===== src/rtl/muldiv_sequencer.sv =====
// muldiv_sequencer: iterative RISC-V M-extension unit.
// A single shared hi/lo register pair serves as the shift-add product register
// for multiplies and as the remainder/quotient pair for restoring division.
// Each op takes one iteration per cycle over XLEN cycles, followed by a sign-fix cycle.
// Divide-by-zero and signed overflow bypass the iteration and finish in one cycle.
module muldiv_sequencer #(
  parameter int XLEN = 32
) (
  input  logic            clk,
  input  logic            rst,
  input  logic            start,
  input  logic [2:0]      funct3,
  input  logic [XLEN-1:0] op_a,
  input  logic [XLEN-1:0] op_b,
  input  logic            flush,
  output logic            busy,
  output logic            valid,
  output logic [XLEN-1:0] result
);

  localparam logic [2:0] S_IDLE = 3'd0;
  localparam logic [2:0] S_MUL  = 3'd1;
  localparam logic [2:0] S_DIV  = 3'd2;
  localparam logic [2:0] S_FIX  = 3'd3;
  localparam logic [2:0] S_DONE = 3'd4;

  localparam logic [4:0]      LAST_CNT = 5'(XLEN - 1);
  localparam logic [XLEN-1:0] ALL_ONES = '1;
  localparam logic [XLEN-1:0] MIN_NEG  = {1'b1, {(XLEN-1){1'b0}}};

  logic [2:0]      state_reg;
  logic [4:0]      cnt_reg;
  logic [2:0]      f3_reg;
  logic            sign_a_reg;
  logic            sign_b_reg;
  // Multiplicand magnitude for MUL ops, divisor magnitude for DIV ops.
  logic [XLEN-1:0] opnd_reg;
  // MUL: {hi,lo} is the running product, with lo initially holding the multiplier.
  // DIV: hi is the partial remainder, and lo shifts the dividend out as the quotient shifts in.
  logic [XLEN-1:0] hi_reg;
  logic [XLEN-1:0] lo_reg;
  logic [XLEN-1:0] result_reg;

  // Decode signedness and operand magnitudes at the start edge.
  logic            a_signed, b_signed;
  logic            sign_a, sign_b;
  logic [XLEN-1:0] mag_a, mag_b;
  logic            div_by_zero, div_overflow;
  logic [XLEN-1:0] fast_result;

  always_comb begin
    if (funct3[2]) begin
      a_signed = ~funct3[0];
      b_signed = ~funct3[0];
    end else begin
      a_signed = (funct3[1:0] != 2'b11);
      b_signed = ~funct3[1];
    end
    sign_a       = a_signed & op_a[XLEN-1];
    sign_b       = b_signed & op_b[XLEN-1];
    mag_a        = sign_a ? (~op_a + 1'b1) : op_a;
    mag_b        = sign_b ? (~op_b + 1'b1) : op_b;
    div_by_zero  = (op_b == '0);
    div_overflow = ~funct3[0] & (op_a == MIN_NEG) & (op_b == ALL_ONES);
    if (div_by_zero)
      fast_result = funct3[1] ? op_a : ALL_ONES;
    else
      fast_result = funct3[1] ? '0 : MIN_NEG;
  end

  // One shift-add or restoring-subtract step per cycle.
  logic [XLEN:0]   mul_sum;
  logic [XLEN:0]   div_shift;
  logic [XLEN:0]   div_diff;
  logic            div_ge;

  always_comb begin
    mul_sum   = {1'b0, hi_reg} + (lo_reg[0] ? {1'b0, opnd_reg} : '0);
    div_shift = {hi_reg, lo_reg[XLEN-1]};
    div_ge    = (div_shift >= {1'b0, opnd_reg});
    div_diff  = div_shift - {1'b0, opnd_reg};
  end

  // Apply signs to the raw magnitudes and pick the half or the quotient/remainder to return.
  logic [2*XLEN-1:0] prod_raw, prod_fix;
  logic [XLEN-1:0]   quo_fix, rem_fix, fix_result;

  always_comb begin
    prod_raw = {hi_reg, lo_reg};
    prod_fix = (sign_a_reg ^ sign_b_reg) ? (~prod_raw + 1'b1) : prod_raw;
    quo_fix  = (sign_a_reg ^ sign_b_reg) ? (~lo_reg + 1'b1) : lo_reg;
    rem_fix  = sign_a_reg ? (~hi_reg + 1'b1) : hi_reg;
    if (!f3_reg[2])
      fix_result = (f3_reg[1:0] == 2'b00) ? prod_fix[XLEN-1:0] : prod_fix[2*XLEN-1:XLEN];
    else
      fix_result = f3_reg[1] ? rem_fix : quo_fix;
  end

  // Control FSM and datapath registers.
  always_ff @(posedge clk) begin
    if (rst) begin
      state_reg  <= S_IDLE;
      cnt_reg    <= '0;
      f3_reg     <= '0;
      sign_a_reg <= 1'b0;
      sign_b_reg <= 1'b0;
      opnd_reg   <= '0;
      hi_reg     <= '0;
      lo_reg     <= '0;
      result_reg <= '0;
    end else if (flush) begin
      state_reg <= S_IDLE;
      cnt_reg   <= '0;
    end else begin
      case (state_reg)
        S_IDLE: begin
          cnt_reg <= '0;
          if (start) begin
            f3_reg     <= funct3;
            sign_a_reg <= sign_a;
            sign_b_reg <= sign_b;
            hi_reg     <= '0;
            if (!funct3[2]) begin
              opnd_reg  <= mag_a;
              lo_reg    <= mag_b;
              state_reg <= S_MUL;
            end else if (!div_by_zero && !div_overflow) begin
              opnd_reg  <= mag_b;
              lo_reg    <= mag_a;
              state_reg <= S_DIV;
            end else begin
              opnd_reg   <= mag_b;
              lo_reg     <= mag_a;
              result_reg <= fast_result;
              state_reg  <= S_DONE;
            end
          end
        end
        S_MUL: begin
          hi_reg  <= mul_sum[XLEN:1];
          lo_reg  <= {mul_sum[0], lo_reg[XLEN-1:1]};
          cnt_reg <= cnt_reg + 5'd1;
          if (cnt_reg == LAST_CNT) state_reg <= S_FIX;
        end
        S_DIV: begin
          hi_reg  <= div_ge ? div_diff[XLEN-1:0] : div_shift[XLEN-1:0];
          lo_reg  <= {lo_reg[XLEN-2:0], div_ge};
          cnt_reg <= cnt_reg + 5'd1;
          if (cnt_reg == LAST_CNT) state_reg <= S_FIX;
        end
        S_FIX: begin
          result_reg <= fix_result;
          state_reg  <= S_DONE;
        end
        default: begin
          state_reg <= S_IDLE;
        end
      endcase
    end
  end

  assign busy   = (state_reg == S_MUL) || (state_reg == S_DIV) || (state_reg == S_FIX);
  assign valid  = (state_reg == S_DONE);
  assign result = result_reg;

endmodule


===== config.mk =====
export PLATFORM = sky130hd
export DESIGN_NAME = muldiv_sequencer
export DESIGN_NICKNAME = d
export VERILOG_FILES = /design/src/rtl/muldiv_sequencer.sv
export SDC_FILE = /design/constraint.sdc
export NUM_CORES = 1
export LEC_CHECK = 0
export CAP_MARGIN = 30
export CORE_ASPECT_RATIO = 0.75
export CORE_MARGIN = 2
export CORE_UTILIZATION = 45
export DETAILED_ROUTE_END_ITERATION = 7
export PLACE_DENSITY_LB_ADDON = 0.08
export SETUP_SLACK_MARGIN = 0.02
export SYNTH_ARGS = -nofsm -noshare
export SYNTH_HDL_FRONTEND = slang
export SYNTH_SLANG_ARGS = --single-unit

===== constraint.sdc =====
create_clock -name clk -period 3.8 [get_ports clk]
set_input_delay 0.57 -clock clk [delete_from_list [all_inputs] [get_ports clk]]
set_output_delay 0.57 -clock clk [all_outputs]
set_load 0.02 [all_outputs]

### Clock routing, run 1

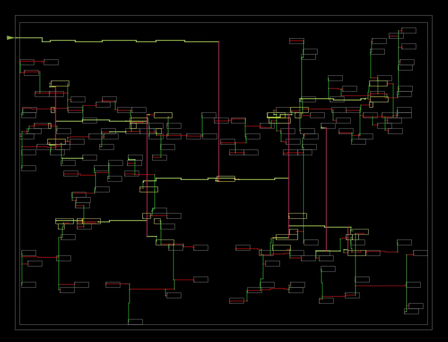
P_clk: 1750 uW
seq_cells: 141
total CTS buffers: 17

### Placement density heat map, run 1

(2 px per um) The die is cut into 21 by 16 equal tiles; white is low, dark blue is high, 0 to 100% covered.
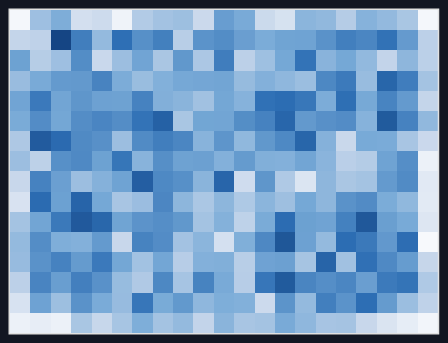
The fullest tile reaches 91%. 6.5% of the tiles are over 75% full. The mean over all tiles is 49%.

### Metal 1, run 1

(1 px per um) Supply wires on this layer in gray.
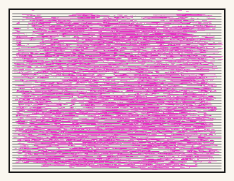
2,196 nets have wire on it. The layer carries 30.4 mm of wire.

==> impl_metrics.toml, run 1 <==
# generated from flow reports
[clock_tree]
tritoncts = "done"
cts_hold_buf = 0
htreeDepth = 4
clock_sinks = 141
clkTransAtPathRegs_ns = 0.06
postCtsSetupRepairBufs = 0

[min_path]
min_path_cells = 2

[critical_path]
path_max_fanout = 5
crit_path_start = "op_a[8]"
end_kind = "flop"
r2r_start = "lo_reg[31]"
cp_slowest_cell = "nor4_1"
startpoint_type = "input port"
rrSetupSlack_ns = 0.17
rr_worst_depth = 14
slowest_delay_ns = 0.88
crit_required_ns = 4.16
crit_buf_inv = 1
worstReg2RegEnd = "hi_reg[24]"

[power]
p_per_area_nw_per_um2 = 341
p_leak_uw = 0.00671
power_uw = 5980
vdd_ir_drop_max_mv = 0.303

[yosys]
synth-edff-count = 0
yosysSeqAreaShare = 0.190
top_area_cell = "dfxtp_1"
syn_nets = 2250
ys_top_cells_by_area = "dfxtp_1 (19%), nor2_1 (6.6%), a21oi_1 (6.2%), xnor2_1 (6.2%), ha_1 (6.0%)"
ff_type = "dfxtp_1"
top_cell_area_share = 0.190
topCombFamilyByArea = "AND-OR/OR-AND gates"
fa_ha_area_frac = 0.0638
synth.cellmix.compoundShare = 0.300
yosys_area_um2 = 14900
synth_area_per_cell_um2 = 7.06
ys_seq_elements = 141
ys_cells = 2106

[sta]
fin_crit_ns = 3.64
grt_setup_unrepaired = "no"
drv_slew = 0
tightest_slew_ns = 0.972
fin_crit_sh = 0.959
hold_viol_final = 0
fin_setup_tns_ns = 0
fin_skew_ns = 0.00987
maxSlewHeadroom = 0.346
fmax_ghz = 0.274

[route]
drc_errors = 0
ant_nets = 0
vias = 17010
drt_iter0_drc = 2337
drt_first_pass_iters = 6
vias_per_cell = 6.40
routedWlPerCell_um = 24.7
drt-total-wl_mm = 65.6

[finish]
flop_area_um2 = 2820
area_growth_pct = 17.8
nets = 2345
drive_gt1_frac = 0.110
utilization = 0.540
logic_area_um2 = 11100
lay_top_cells = "nor2_1 (260), nand2_1 (185), a21oi_1 (184), o21ai_0 (143), dfxtp_1 (141)"

[global_routing]
grt_pass1_wl_mm = 98.0
grt_pass1_vias = 15328
antenna_found_initial = 2
gr-usage-all-layers = 0.373

[floorplanning]
rows = 57
die_w_um = 214
initCoreUtil = 0.458
chipArea_um2 = 34500
die_h_um = 161

[flow_run]
cap_violations = 0

[outcome]
outcome = "completed"
run 1: synth_stat cells, types with 37 or more instances:
cell      instances
nor2_1          262
nand2_1         185
a21oi_1         184
o21ai_0         144
dfxtp_1         141
clkbuf_1        139
xnor2_1         105
xor2_1           98
inv_1            76
ha_1             71
nor3_1           59
a211oi_1         48
nand3_1          39
o211ai_1         37
run 1: cell type report:
class	count	share of cell area
Sequential cell	141	0.161
Clock inverter	14	0.00914
Tap cell	442	0.0316
Clock buffer	18	0.0245
Multi-Input combinational cell	1722	0.635
Timing Repair Buffer	241	0.122
Antenna cell	1	0.000143
Inverter	78	0.0167
run 1: worst min-delay path by stage:
stage / slack [ns] / end / from
4_1_cts: 0.45 / opnd_reg[26] / opnd_reg[26]
3_5_place_dp: 0.44 / opnd_reg[26] / opnd_reg[26]
3_3_place_gp: 0.44 / opnd_reg[4] / opnd_reg[4]
2_1_floorplan: 0.43 / opnd_reg[13] / opnd_reg[13]
5_1_grt: 0.47 / opnd_reg[22] / opnd_reg[22]
6_report: 0.45 / opnd_reg[19] / opnd_reg[19]
run 1: kinds of logic after synthesis:
family	count (synthesis)
and+or+nand+nor	718
adders and majority gates	75
buffers and inverters	243
DFF	141
xor gates and xnor gates	203
muxes	40
AOI/OAI and AO/OA	686
run 1: repair_timing:
| action | CTS | global route |
|---|---|---|
| resized | 0 | 4 |
| endpoints found under the setup margin | 0 | 5 |
| endpoints found under the hold margin | 0 | 0 |
run 1: stage by stage:
step	area [um2]	worst slack, ns
floorplan	14900	0.383
global placement	16900	-0.0996
detailed placement	16900	-0.00832
CTS	17500	0.138
global route	17500	0.0348
finish	17500	0.156
run 1: layer usage:
layer / wire (um) / GRT usage / part of all wire / up-vias
met5: 52 / 0.00833 / 0.00079 / -
met4: 1860 / 0.114 / 0.028 / 4
met3: 8230 / 0.114 / 0.13 / 105
met2: 25000 / 0.500 / 0.38 / 922
met1: 30400 / 0.557 / 0.46 / 8129
li1: - / - / - / 7850
run 1: worst min-delay path, delay by kind of cell (launching register included):
kind | cells | cell delay [ns]
AOI/OAI and AO/OA | 1 | 0.05
and+or+nand+nor | 1 | 0.05
DFF | 1 | 0.31
run 1: report_power, final:
part | internal [uW] | switching, uW | leakage, uW
clock network | 980 | 773 | 0.000285
registers | 1560 | 131 | 0.00115
logic | 993 | 1540 | 0.00527
### Clock network drawn from the DEF, run 1

(2 px per um)
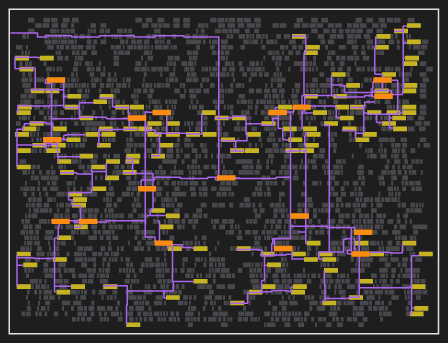

--- run 2 (diff from run 1) ---
--- a/config.mk
+++ b/config.mk
@@ -11,7 +11,6 @@
 export CORE_UTILIZATION = 45
 export DETAILED_ROUTE_END_ITERATION = 7
 export PLACE_DENSITY_LB_ADDON = 0.08
-export SETUP_SLACK_MARGIN = 0.02
 export SYNTH_ARGS = -nofsm -noshare
 export SYNTH_HDL_FRONTEND = slang
 export SYNTH_SLANG_ARGS = --single-unit
==> constraint.sdc (replaced) <==
create_clock -name clk -period 3.8 [get_ports clk]
set_input_delay 0.57 -clock clk [delete_from_list [all_inputs] [get_ports clk]]
set_output_delay 0.57 -clock clk [all_outputs]
set_load 0.1 [all_outputs]
### Clock network drawn from the DEF, run 2

(2 px per um)
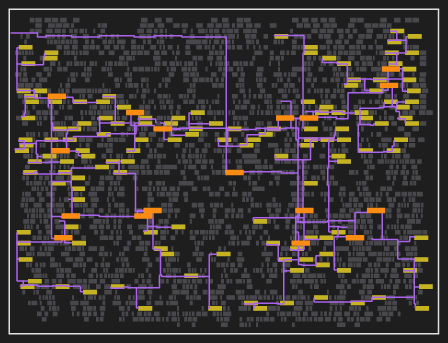
Key: clock-net drivers = orange [count 17]; clock wires = purple [length 2,390 um]; flip-flops = yellow [count 141]
There are 18 routed clock nets.

==> impl_metrics.toml, run 2 <==
# generated from flow reports
[clock_tree]
postCtsSetupRepairBufs = 0
cts_made_buffers = 17
tritoncts = "done"
htreeDepth = 4
clock_sinks = 141
clkTransAtPathRegs_ns = 0.07
cts_resized = 0

[route]
drc_errors = 0
drt-total-wl_mm = 65.2
routedWlPerCell_um = 24.5
vias_per_cell = 6.37
drt_iter0_drc = 2297
drt_first_pass_iters = 6
ant_nets = 0
vias = 16964

[yosys]
syn_nets = 2250
yosys_area_um2 = 14900
top_cells_by_count = "nor2_1 (262), nand2_1 (185), a21oi_1 (184)"
synth_area_per_cell_um2 = 7.06
top_cell = "nor2_1"
yosysSeqAreaShare = 0.190
ys_cells = 2106
ys_seq_elements = 141
top_cell_area_share = 0.190
ys_top_cells_by_area = "dfxtp_1 (19%), nor2_1 (6.6%), a21oi_1 (6.2%), xnor2_1 (6.2%), ha_1 (6.0%)"
ff_type = "dfxtp_1"
top_area_cell = "dfxtp_1"
synth-edff-count = 0

[global_routing]
antenna_found_initial = 0
grt_pass1_wl_mm = 97.2
grt_pass1_vias = 15128

[sta]
fin_crit_sh = 0.944
drv_slew = 0
fin_setup_tns_ns = 0
fin_skew_ns = 0.0121
hold_viol_final = 0
maxSlewHeadroom = 0.317
grt_setup_unrepaired = "no"
tightest_slew_ns = 1.02
fmax_ghz = 0.279
fin_crit_ns = 3.59

[outcome]
outcome = "completed"

[floorplanning]
initCoreUtil = 0.458
die_h_um = 161
chipArea_um2 = 34500
rows = 57
die_w_um = 214

[critical_path]
end_kind = "flop"
path_max_fanout = 4
startpoint_type = "flop"
crit_required_ns = 4.17

[finish]
antennaDiodeCount = 0
drive_gt1_frac = 0.114
lay_top_cells = "nor2_1 (260), nand2_1 (185), a21oi_1 (184), o21ai_0 (143)"
nets = 2352
area_growth_pct = 17.9

[flow_run]
cap_violations = 0

[placed_design]
hpwl_mm = 52.4

[power]
p_per_area_nw_per_um2 = 336
vdd_ir_drop_max_mv = 0.284
p_leak_uw = 0.00674
### Metal 1, run 2

(1 px per um) Supply wires on this layer in gray.
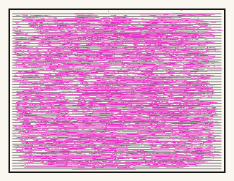
2,210 nets have wire on it. The layer carries 30.8 mm of wire. The longest straight run is 83.7 um. The wires run mostly horizontal.

[run 2: metal layers]
metal / global-route usage / wire (um) / vias to the layer above
li1: - / - / 7856
met1: 0.555 / 30800 / 8113
met2: 0.496 / 24900 / 909
met3: 0.118 / 7880 / 86
met4: 0.108 / 1620 / 0
met5: 0 / 0 / -
[run 2: worst max-delay path: stages, from the launching register on]
cell and delay, ns:
dfxtp_1 0.34, and2_1 0.15, ha_1 0.21, fa_1 0.42, a21o_1 0.21, a211oi_1 0.24, buf_4 0.19, o211ai_1 0.25
a31o_2 0.35, a21o_1 0.23, o41ai_1 0.32, buf_4 0.17, xnor2_1 0.10, nand2_1 0.07, a311oi_1 0.23
[run 2: through the flow]
step | total power [uW] | instance area [um2] | utilization | setup slack [ns]
after floorplan | 3270 | 14900 | - | 0.383
final | 5900 | 17500 | 0.541 | 0.213
after global routing | 6150 | 17500 | 0.541 | 0.00988
after CTS | 5820 | 17500 | 0.540 | 0.00823
after detailed placement | 4150 | 17000 | 0.523 | 0.0278
after global placement | 4140 | 16900 | 0.522 | -0.0629
[run 2: cells by family after synthesis]
| logic type | synth area share |
|---|---|
| compound gates | 0.300 |
| xor+xnor | 0.120 |
| fa+ha+maj | 0.0638 |
| buf+inv | 0.0649 |
| flops | 0.190 |
| mux | 0.0287 |
| simple gates | 0.233 |
[run 2: worst paths after layout]
| check | to | startpoint | slack, ns | cells past startpoint |
|---|---|---|---|---|
| hold reg to reg | opnd_reg[15] | opnd_reg[15] | 0.46 | 2 |
| setup / recovery | hi_reg[27] | opnd_reg[0] | 0.21 | 14 |
| hold / removal | opnd_reg[15] | opnd_reg[15] | 0.46 | 2 |
| setup reg to reg | hi_reg[27] | opnd_reg[0] | 0.21 | 14 |
[run 2: cell type report]
class | instances | area, um2
fillers | 3232 | 14900
multi-input cells | 1722 | 11100
flip-flops and latches | 141 | 2820
repair buffers | 248 | 2180
well taps | 442 | 553
clock buffers | 18 | 439
inverters | 78 | 293
clock inverters | 14 | 123
[run 2: where the power goes]
| group | total [uW] | leakage, uW | internal [uW] | switching [uW] |
|---|---|---|---|---|
| sequential | 1680 | 0.00115 | 1560 | 121 |
| clock | 1680 | 0.000276 | 875 | 804 |
| combinational | 2540 | 0.00531 | 994 | 1550 |
| total | 5900 | 0.00674 | 3430 | 2480 |
No activity file was given, so power comes from the tool's default toggle rates.
